### src/rtl/err_loc_pkg.sv
// -----------------------------------------------------------------------------
// err_loc_pkg
// Shared definitions for the error-location streamer:
//   - state_e      : emitter state (IDLE / EMIT)
//   - LOC_SENTINEL : all-ones location used for "no location" beats (default width)
//   - *_DEF        : default LOC_W / MAX_ERR / NUM_W for the streamer and slot buffer
// -----------------------------------------------------------------------------
package err_loc_pkg;

   localparam int LOC_W_DEF   = 10;
   localparam int MAX_ERR_DEF = 6;
   localparam int NUM_W_DEF   = 3;

   localparam logic [LOC_W_DEF-1:0] LOC_SENTINEL = '1;

   typedef enum logic {
      ST_IDLE = 1'b0,
      ST_EMIT = 1'b1
   } state_e;

endpackage

### src/rtl/err_loc_slot_buf.sv
// -----------------------------------------------------------------------------
// err_loc_slot_buf
// Holds one captured codeword result: all MAX_ERR locations, the error count
// and an occupancy flag. A load takes priority over a clear in the same cycle.
//
// Ports:
//   i_clk, i_rst_n : clock, synchronous active-low reset (empties the slot)
//   i_load         : capture i_loc / i_num and mark the slot occupied
//   i_clr          : mark the slot empty
//   i_loc, i_num   : codeword locations (slot k at [k*LOC_W +: LOC_W]) and count
//   o_loc, o_num   : stored locations and count
//   o_valid        : slot occupied
// -----------------------------------------------------------------------------
module err_loc_slot_buf
   import err_loc_pkg::*;
#(
   parameter int LOC_W   = LOC_W_DEF,
   parameter int MAX_ERR = MAX_ERR_DEF,
   parameter int NUM_W   = NUM_W_DEF
) (
   input  logic                     i_clk,
   input  logic                     i_rst_n,
   input  logic                     i_load,
   input  logic                     i_clr,
   input  logic [MAX_ERR*LOC_W-1:0] i_loc,
   input  logic [NUM_W-1:0]         i_num,
   output logic [MAX_ERR*LOC_W-1:0] o_loc,
   output logic [NUM_W-1:0]         o_num,
   output logic                     o_valid
);

   logic [MAX_ERR*LOC_W-1:0] loc_q, loc_d;
   logic [NUM_W-1:0]         num_q, num_d;
   logic                     valid_q, valid_d;

   always_comb begin
      loc_d   = loc_q;
      num_d   = num_q;
      valid_d = valid_q;
      if (i_load) begin
         loc_d   = i_loc;
         num_d   = i_num;
         valid_d = 1'b1;
      end else if (i_clr) begin
         valid_d = 1'b0;
      end
   end

   always_ff @(posedge i_clk) begin
      if (!i_rst_n) begin
         loc_q   <= '0;
         num_q   <= '0;
         valid_q <= 1'b0;
      end else begin
         loc_q   <= loc_d;
         num_q   <= num_d;
         valid_q <= valid_d;
      end
   end

   assign o_loc   = loc_q;
   assign o_num   = num_q;
   assign o_valid = valid_q;

endmodule

### src/rtl/err_loc_streamer.sv
// -----------------------------------------------------------------------------
// err_loc_streamer
// Captures the error locations of one selected decoder source and streams them
// out one location per beat over a valid/ready handshake. Counts outside
// 1..MAX_ERR produce a single all-ones sentinel beat (o_fail marks count >
// MAX_ERR). One codeword can wait in a pending slot while another is being
// emitted; a further codeword arriving then is dropped and flagged on the
// sticky o_overflow.
//
// Optional feature (macro ERR_LOC_STAT_EN): adds saturating statistics
//   o_cw_cnt  (16b) codewords fully emitted (last beat accepted)
//   o_err_cnt (20b) real (non-sentinel) location beats accepted
//
// Ports:
//   i_clk, i_rst_n  : clock, synchronous active-low reset
//   i_src_valid     : one-cycle offer of a codeword result
//   i_src_sel       : selected source; values >= N_SRC are ignored
//   i_src_loc       : source s slot k at [(s*MAX_ERR+k)*LOC_W +: LOC_W]
//   i_src_num       : source s count at [s*NUM_W +: NUM_W]
//   o_err_loc       : current location beat
//   o_valid, o_last, o_fail : beat valid, final beat, decode-failure beat
//   i_ready         : downstream accepts the beat when o_valid && i_ready
//   o_overflow      : sticky, a codeword was dropped
// -----------------------------------------------------------------------------
module err_loc_streamer
   import err_loc_pkg::*;
#(
   parameter int LOC_W   = LOC_W_DEF,
   parameter int MAX_ERR = MAX_ERR_DEF,
   parameter int N_SRC   = 4,
   parameter int NUM_W   = NUM_W_DEF,
   localparam int SEL_W  = (N_SRC > 1) ? $clog2(N_SRC) : 1
) (
   input  logic                           i_clk,
   input  logic                           i_rst_n,
   input  logic                           i_src_valid,
   input  logic [SEL_W-1:0]               i_src_sel,
   input  logic [N_SRC*MAX_ERR*LOC_W-1:0] i_src_loc,
   input  logic [N_SRC*NUM_W-1:0]         i_src_num,
   output logic [LOC_W-1:0]               o_err_loc,
   output logic                           o_valid,
   output logic                           o_last,
   output logic                           o_fail,
   input  logic                           i_ready,
   output logic                           o_overflow
`ifdef ERR_LOC_STAT_EN
   ,
   output logic [15:0]                    o_cw_cnt,
   output logic [19:0]                    o_err_cnt
`endif
);

   localparam int CW_W  = MAX_ERR * LOC_W;
   localparam int CNT_W = $clog2(MAX_ERR + 1);
   // Package sentinel is fixed at the default width; this one follows LOC_W.
   localparam logic [LOC_W-1:0] SENTINEL = {LOC_W{1'b1}};

   typedef struct packed {
      logic             fail;
      logic             last;
      logic [LOC_W-1:0] loc;
   } beat_t;

   // Beat idx of a codeword. Out-of-range counts collapse to one sentinel beat.
   function automatic beat_t beat_of(input logic [CW_W-1:0]  locs,
                                     input logic [NUM_W-1:0] num,
                                     input logic [CNT_W-1:0] idx);
      beat_t b;
      b.fail = 1'b0;
      b.last = 1'b1;
      b.loc  = SENTINEL;
      if (32'(num) > MAX_ERR) begin
         b.fail = 1'b1;
      end else if (num != '0) begin
         b.last = (32'(idx) == (32'(num) - 32'd1));
         b.loc  = locs[0 +: LOC_W];
         for (int k = 1; k < MAX_ERR; k++) begin
            if (32'(idx) == k) b.loc = locs[k*LOC_W +: LOC_W];
         end
      end
      return b;
   endfunction

   // ---------------------------------------------------------------- source mux
   logic [CW_W-1:0]  src_loc;
   logic [NUM_W-1:0] src_num;
   logic             cap;

   always_comb begin
      src_loc = '0;
      src_num = '0;
      for (int s = 0; s < N_SRC; s++) begin
         if (32'(i_src_sel) == s) begin
            src_loc = i_src_loc[s*CW_W +: CW_W];
            src_num = i_src_num[s*NUM_W +: NUM_W];
         end
      end
   end

   assign cap = i_src_valid && (32'(i_src_sel) < N_SRC);

   // ---------------------------------------------------------------- slots
   logic             act_load, act_clr, act_from_pend, act_valid;
   logic             pend_load, pend_clr, pend_valid;
   logic [CW_W-1:0]  act_loc, pend_loc, act_loc_in;
   logic [NUM_W-1:0] act_num, pend_num, act_num_in;

   assign act_loc_in = act_from_pend ? pend_loc : src_loc;
   assign act_num_in = act_from_pend ? pend_num : src_num;

   err_loc_slot_buf #(.LOC_W(LOC_W), .MAX_ERR(MAX_ERR), .NUM_W(NUM_W)) u_act (
      .i_clk   (i_clk),
      .i_rst_n (i_rst_n),
      .i_load  (act_load),
      .i_clr   (act_clr),
      .i_loc   (act_loc_in),
      .i_num   (act_num_in),
      .o_loc   (act_loc),
      .o_num   (act_num),
      .o_valid (act_valid)
   );

   err_loc_slot_buf #(.LOC_W(LOC_W), .MAX_ERR(MAX_ERR), .NUM_W(NUM_W)) u_pend (
      .i_clk   (i_clk),
      .i_rst_n (i_rst_n),
      .i_load  (pend_load),
      .i_clr   (pend_clr),
      .i_loc   (src_loc),
      .i_num   (src_num),
      .o_loc   (pend_loc),
      .o_num   (pend_num),
      .o_valid (pend_valid)
   );

   // ---------------------------------------------------------------- emitter
   state_e           state_q, state_d;
   logic [CNT_W-1:0] beat_q, beat_d;
   beat_t            out_q, out_d;
   logic             valid_q, valid_d;
   logic             ovf_q, ovf_d;
   logic             acc, last_acc;

   assign acc      = valid_q && i_ready;
   assign last_acc = acc && out_q.last;

   always_comb begin
      state_d       = state_q;
      beat_d        = beat_q;
      out_d         = out_q;
      valid_d       = valid_q;
      ovf_d         = ovf_q;
      act_load      = 1'b0;
      act_clr       = 1'b0;
      act_from_pend = 1'b0;
      pend_load     = 1'b0;
      pend_clr      = 1'b0;

      case (state_q)
         ST_IDLE: begin
            if (cap) begin
               act_load = 1'b1;
               beat_d   = '0;
               out_d    = beat_of(src_loc, src_num, '0);
               valid_d  = 1'b1;
               state_d  = ST_EMIT;
            end
         end
         ST_EMIT: begin
            if (last_acc) begin
               beat_d = '0;
               if (pend_valid) begin
                  // Pending moves up; a new offer this cycle still sees a
                  // full pending slot and is dropped.
                  act_load      = 1'b1;
                  act_from_pend = 1'b1;
                  pend_clr      = 1'b1;
                  out_d         = beat_of(pend_loc, pend_num, '0);
                  if (cap) ovf_d = 1'b1;
               end else if (cap) begin
                  // Offer lands exactly as the stream ends: go straight active.
                  act_load = 1'b1;
                  out_d    = beat_of(src_loc, src_num, '0);
               end else begin
                  act_clr = 1'b1;
                  valid_d = 1'b0;
                  state_d = ST_IDLE;
               end
            end else begin
               if (acc) begin
                  beat_d = beat_q + 1'b1;
                  out_d  = beat_of(act_loc, act_num, beat_q + 1'b1);
               end
               if (cap) begin
                  if (pend_valid) ovf_d = 1'b1;
                  else            pend_load = 1'b1;
               end
            end
         end
         default: state_d = ST_IDLE;
      endcase
   end

   always_ff @(posedge i_clk) begin
      if (!i_rst_n) begin
         state_q <= ST_IDLE;
         beat_q  <= '0;
         out_q   <= '{fail: 1'b0, last: 1'b0, loc: SENTINEL};
         valid_q <= 1'b0;
         ovf_q   <= 1'b0;
      end else begin
         state_q <= state_d;
         beat_q  <= beat_d;
         out_q   <= out_d;
         valid_q <= valid_d;
         ovf_q   <= ovf_d;
      end
   end

   assign o_err_loc  = out_q.loc;
   assign o_last     = out_q.last;
   assign o_fail     = out_q.fail;
   assign o_valid    = valid_q;
   assign o_overflow = ovf_q;

`ifdef ERR_LOC_STAT_EN
   // ---------------------------------------------------------------- statistics
   logic [15:0] cw_cnt_q, cw_cnt_d;
   logic [19:0] err_cnt_q, err_cnt_d;
   logic        act_is_loc;

   // The active slot always holds the codeword whose beat is presented.
   assign act_is_loc = act_valid && (act_num != '0) && (32'(act_num) <= MAX_ERR);

   always_comb begin
      cw_cnt_d  = cw_cnt_q;
      err_cnt_d = err_cnt_q;
      if (last_acc && (cw_cnt_q != '1))           cw_cnt_d  = cw_cnt_q + 1'b1;
      if (acc && act_is_loc && (err_cnt_q != '1)) err_cnt_d = err_cnt_q + 1'b1;
   end

   always_ff @(posedge i_clk) begin
      if (!i_rst_n) begin
         cw_cnt_q  <= '0;
         err_cnt_q <= '0;
      end else begin
         cw_cnt_q  <= cw_cnt_d;
         err_cnt_q <= err_cnt_d;
      end
   end

   assign o_cw_cnt  = cw_cnt_q;
   assign o_err_cnt = err_cnt_q;
`endif

endmodule

### config.mk
export PLATFORM = sky130hd
export DESIGN_NAME = err_loc_streamer
export DESIGN_NICKNAME = d
export VERILOG_FILES = /design/src/rtl/err_loc_pkg.sv /design/src/rtl/err_loc_slot_buf.sv /design/src/rtl/err_loc_streamer.sv
export SDC_FILE = /design/constraint.sdc
export NUM_CORES = 1
export LEC_CHECK = 0
export CAP_MARGIN = 10
export CELL_PAD_IN_SITES_DETAIL_PLACEMENT = 1
export CELL_PAD_IN_SITES_GLOBAL_PLACEMENT = 2
export CORE_ASPECT_RATIO = 1.1
export CORE_MARGIN = 10
export CORE_UTILIZATION = 32
export CTS_CLUSTER_DIAMETER = 80
export DETAILED_ROUTE_END_ITERATION = 8
export PLACE_DENSITY = 0.84
export SYNTH_ARGS = -nofsm -noshare
export SYNTH_HDL_FRONTEND = slang
export SYNTH_HIERARCHICAL = 1
export SYNTH_SLANG_ARGS = --single-unit
### constraint.sdc
create_clock -name i_clk -period 4.6 [get_ports i_clk]
set_input_delay 0.92 -clock i_clk [delete_from_list [all_inputs] [get_ports i_clk]]
set_output_delay 0.92 -clock i_clk [all_outputs]
set_load 0.05 [all_outputs]
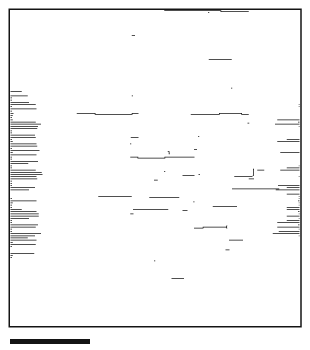
(images/met3.png)
Scale bar: 50 um.
wire length on this layer: 1190 um
main direction: horizontal
share of all routed wire: 4.1%
longest straight run: 35.0 um

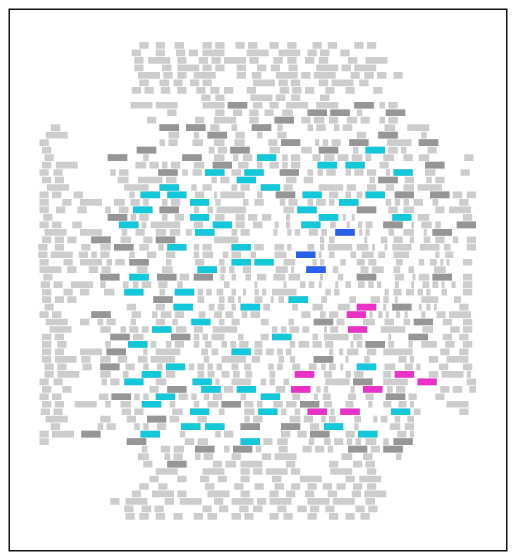
(images/registers.png)
Other sequential cells in the stronger grey, the rest of the logic in the fainter grey.
[`beat_q`] blue | sequential cells: 3
[`u_act/o_loc`] cyan | sequential cells: 60
[`o_err_loc`] magenta | sequential cells: 10
not coloured: 72

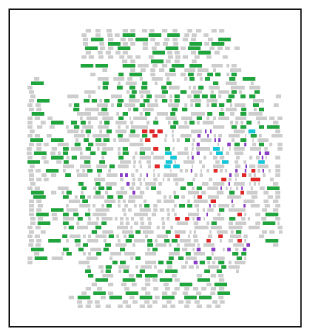
(images/gate_families.png)
[NAND gates] purple | cells: 39
[AND-OR and OR-AND gates] red | cells: 22
[multiplexers] green | cells: 251
[adder and majority cells] cyan | cells: 10
Top cell excl fill/tap: clkdlybuf4s50_1
Layout Cells excl Fill: 1426

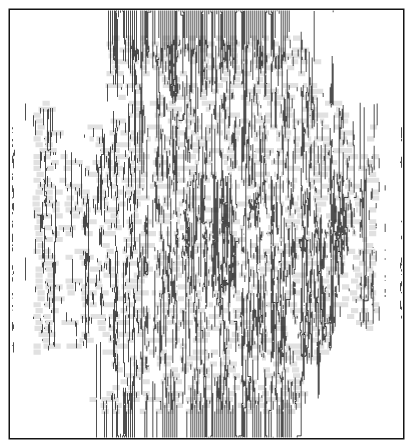
(images/met2.png)
main direction: vertical
longest straight run: 98.3 um

==> run notes <==
run metrics: status=completed, Log Warnings=31, TritonRoute pass-1 iters=6, cycle use final=between 60 and 70%, origin of the critical flop-to-flop path=beat_q[0]$_SDFFE_PN0P_, max layer used=met4, WHS Endpoint=u_pend/o_loc[49]$_SDFFE_PN0P_, worst hold path type=flip-flop to flip-flop, initial antenna violation count=0, worst path bufs/invs=0, R2R setup slack=1.71 ns, GP Congestion=0.834, cts-stage hold buffer count=0, DR DRC count=0, metal3 WL=1190 um, Most Frequent Cell on Critical Path=ha_1, CTS max path bufs=2, placed cells=1394, fraction of area in registers=between 20% and 30%, ratio of cells with drive above 1 in the final layout=16.6%, fin area=~13000 um^2, Comb power frac=24.7%, final core utilization=44.9%, leakage power=4.34 nW, hold_sp=u_pend/o_loc[49]$_SDFFE_PN0P_, Vias/cell=5.15, unrepaired setup endpoints after global routing=false, Worst Max-Slew Pin Slew=0.980 ns, Internal=between 2 and 3 mW, IO Port Bufs=271, inverters=14, clk_lat worst skew=0.43 ns, GRT overflow=0, cells on worst reg2reg path=7, CP arrival=~3.3 ns, Biggest consumer=clock, fp util=between 30% and 40%, Leading cell kind=multi-input combinational cells, Rel. slew slack=about 35%, power density over the cells=roughly 300 nW/um^2, Num CTS Buffers=17, WHS Path Cells=2, Logic cell area=5700 um^2, Ports=between 200 and 300, post-CTS sizing=0, worst vdd ir=232 uV, Final TNS setup=0 ns
No activity file was given, so power comes from the tool's default toggle rates.
